### config.mk
export PLATFORM = sky130hd
export DESIGN_NAME = panel_scan_responder
export DESIGN_NICKNAME = d
export VERILOG_FILES = /design/src/rtl/panel_scan_responder.sv
export SDC_FILE = /design/constraint.sdc
export NUM_CORES = 1
export LEC_CHECK = 0
export CAP_MARGIN = 40
export CORE_MARGIN = 5
export CORE_UTILIZATION = 35
export CTS_CLUSTER_SIZE = 12
export DETAILED_ROUTE_END_ITERATION = 7
export GPL_ROUTABILITY_DRIVEN = 1
export PLACE_DENSITY = 0.71
export SLEW_MARGIN = 20
export SYNTH_ARGS = -nofsm -noshare
export SYNTH_HDL_FRONTEND = slang
export SYNTH_SLANG_ARGS = --single-unit
### constraint.sdc
create_clock -name CLK -period 1.6 [get_ports CLK]
set_input_delay 0.24 -clock CLK [delete_from_list [all_inputs] [get_ports CLK]]
set_output_delay 0.24 -clock CLK [all_outputs]
set_load 0.01 [all_outputs]
### src/rtl/panel_scan_responder.sv
// Panel-side model of the front-panel scanner: rebuilds 36 LED bits from the
// group strobes, returns switch/button bits, and checks scan order and liveness.
module panel_scan_responder #(
   parameter int TIMEOUT = 64
) (
   input  logic        CLK,
   input  logic        RESET_N,
   input  logic        GREEN1,
   input  logic        GREEN2,
   input  logic        RED1,
   input  logic        RED2,
   input  logic        YELLOW1,
   input  logic        YELLOW2,
   input  logic        PLED1,
   input  logic        PLED2,
   input  logic        PLED3,
   input  logic        PLED4,
   input  logic        PLED5,
   input  logic        PLED6,
   input  logic [11:0] switches_in,
   input  logic [5:0]  buttons_in,
   input  logic        CLRERR,
   output logic        SW1,
   output logic        SW2,
   output logic        SW3,
   output logic [11:0] green,
   output logic [11:0] red,
   output logic [11:0] yellow,
   output logic        FRAME,
   output logic        SEQERR,
   output logic        STALE
);

   localparam int CW = $clog2(TIMEOUT + 1);
   localparam logic [CW-1:0] TMAX = CW'(TIMEOUT);

   typedef enum logic {SYNC, RUN} state_t;

   state_t      state, state_nxt;
   logic [2:0]  exp_idx, exp_nxt;
   logic        frame_nxt, seq_set;
   logic [5:0]  stb, pled;
   logic [2:0]  idx;
   logic        none, one_hot, multi, timeout_hit;
   logic [11:0] sw_m, sw_s;
   logic [5:0]  bt_m, bt_s;
   logic [CW-1:0] idle_cnt;

   // Strobe index 0..5 follows scan order G1, G2, R1, R2, Y1, Y2.
   assign stb     = {YELLOW2, YELLOW1, RED2, RED1, GREEN2, GREEN1};
   assign pled    = {PLED6, PLED5, PLED4, PLED3, PLED2, PLED1};
   assign none    = (stb == 6'd0);
   assign one_hot = !none && ((stb & (stb - 6'd1)) == 6'd0);
   assign multi   = !none && !one_hot;
   assign timeout_hit = none && (idle_cnt == TMAX - CW'(1));

   always_comb begin
      idx = 3'd0;
      for (int i = 0; i < 6; i++)
         if (stb[i]) idx = 3'(i);
   end

   always_ff @(posedge CLK) begin
      if (!RESET_N) begin
         sw_m <= '0;
         sw_s <= '0;
         bt_m <= '0;
         bt_s <= '0;
      end else begin
         sw_m <= switches_in;
         sw_s <= sw_m;
         bt_m <= buttons_in;
         bt_s <= bt_m;
      end
   end

   always_ff @(posedge CLK) begin
      if (!RESET_N) begin
         idle_cnt <= '0;
         STALE    <= 1'b1;
      end else if (!none) begin
         idle_cnt <= '0;
         STALE    <= 1'b0;
      end else if (idle_cnt != TMAX) begin
         idle_cnt <= idle_cnt + CW'(1);
         if (timeout_hit) STALE <= 1'b1;
      end
   end

   // A timeout blanks the display so a dead scanner does not leave stale LEDs lit.
   always_ff @(posedge CLK) begin
      if (!RESET_N || timeout_hit) begin
         green  <= '0;
         red    <= '0;
         yellow <= '0;
      end else if (one_hot) begin
         case (idx)
            3'd0:    green[5:0]   <= pled;
            3'd1:    green[11:6]  <= pled;
            3'd2:    red[5:0]     <= pled;
            3'd3:    red[11:6]    <= pled;
            3'd4:    yellow[5:0]  <= pled;
            default: yellow[11:6] <= pled;
         endcase
      end
   end

   always_ff @(posedge CLK) begin
      if (!RESET_N) begin
         state   <= SYNC;
         exp_idx <= 3'd0;
         FRAME   <= 1'b0;
         SEQERR  <= 1'b0;
      end else begin
         state   <= state_nxt;
         exp_idx <= exp_nxt;
         FRAME   <= frame_nxt;
         if (seq_set)     SEQERR <= 1'b1;
         else if (CLRERR) SEQERR <= 1'b0;
      end
   end

   always_comb begin
      state_nxt = state;
      exp_nxt   = exp_idx;
      frame_nxt = 1'b0;
      seq_set   = 1'b0;
      if (multi) begin
         seq_set   = 1'b1;
         state_nxt = SYNC;
         exp_nxt   = 3'd0;
      end else if (one_hot) begin
         if (state == SYNC) begin
            if (idx == 3'd0) begin
               state_nxt = RUN;
               exp_nxt   = 3'd1;
            end
         end else if (idx == exp_idx) begin
            if (exp_idx == 3'd5) begin
               frame_nxt = 1'b1;
               exp_nxt   = 3'd0;
            end else begin
               exp_nxt = exp_idx + 3'd1;
            end
         end else begin
            // An out-of-order G1 is itself a valid frame start.
            seq_set   = 1'b1;
            state_nxt = (idx == 3'd0) ? RUN : SYNC;
            exp_nxt   = (idx == 3'd0) ? 3'd1 : 3'd0;
         end
      end else if (timeout_hit) begin
         state_nxt = SYNC;
         exp_nxt   = 3'd0;
      end
   end

   // Return lines are combinational so the scanner samples them in its strobe cycle.
   always_comb begin
      SW1 = 1'b0;
      SW2 = 1'b0;
      SW3 = 1'b0;
      if (one_hot) begin
         case (idx)
            3'd0:    {SW3, SW2, SW1} = {bt_s[5], sw_s[11], sw_s[5]};
            3'd1:    {SW3, SW2, SW1} = {bt_s[4], sw_s[10], sw_s[4]};
            3'd2:    {SW3, SW2, SW1} = {bt_s[3], sw_s[9],  sw_s[3]};
            3'd3:    {SW3, SW2, SW1} = {bt_s[2], sw_s[8],  sw_s[2]};
            3'd4:    {SW3, SW2, SW1} = {bt_s[1], sw_s[7],  sw_s[1]};
            default: {SW3, SW2, SW1} = {bt_s[0], sw_s[6],  sw_s[0]};
         endcase
      end
   end

endmodule

==> out/qor.txt <==
first-pass iteration count of the detailed router = 4
Via Count = 2802
final count of negative-setup-slack endpoints = 42
data arrival time at the worst-slack endpoint = 2.00 ns
fraction of the cycle the final worst path needs = 1.09
violated checks = setup timing
XOR Share, Synth = 0.0211
power per standard cell area = 845 nW/um^2
Seq power = 0.00221 W
net load switching power = 0.00102 W
async set or reset register ratio after synthesis = 0
synthesized area per cell = 10.1 sq um
setup slack after layout = -0.149 ns
register clock-pin slew on the reported worst setup and hold paths = 0.09 ns
Detail Placement HPWL = 5700 um
post-route minimum period = 1.75 ns
net count reported at finish = 494
run status = complete, but fails checks
logic share of the area = 0.336
number of DRC violations after detailed-routing iteration 0 = 117
Unique cell types = 47
non-clock buffer instance count of the final layout = 137
area of all placed cells without fillers = 5200 sq um
==> images/registers.png <==
Drawn at 2 px/um. Other sequential cells in the stronger gray, the rest of the logic in the fainter gray.
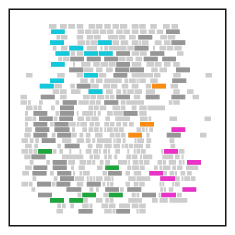
| name in the netlist | color | flops |
|---|---|---|
| bt_m | green | 6 |
| idle_cnt | magenta | 7 |
| green | cyan | 12 |
| exp_idx | orange | 3 |
not colored: 58

==> images/cell_classes.png <==
Drawn at 2 px/um.
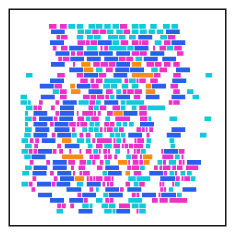
| class | color | cells |
|---|---|---|
| flops | blue | 86 |
| other buffers and delay cells | cyan | 137 |
| clock drivers and dummy loads | orange | 16 |
| all other logic | magenta | 225 |

==> images/final_placement.png <==
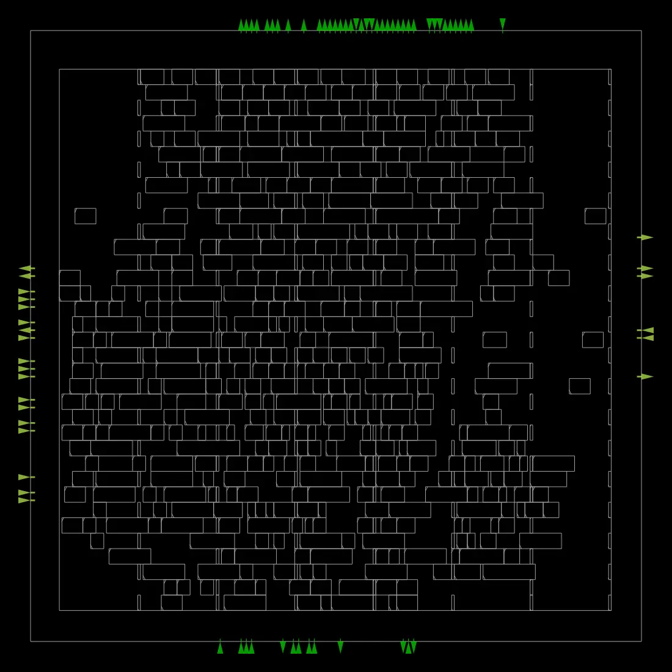
placeable core region: 9240 sq um
non-filler instance count after layout: 593
Final Core Density: 0.563

==> images/port_nets.png <==
Drawn at 4 px/um.
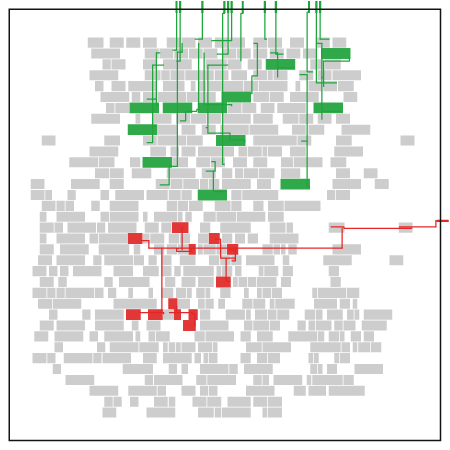
| port | color | direction | edge | end cells | buffers | wire |
|---|---|---|---|---|---|---|
| red | green | output | north | 12 | 12 | 453 um |
| GREEN2 | red | input | east | 12 | 5 | 157 um |

Power and IR drop assume default switching activity.
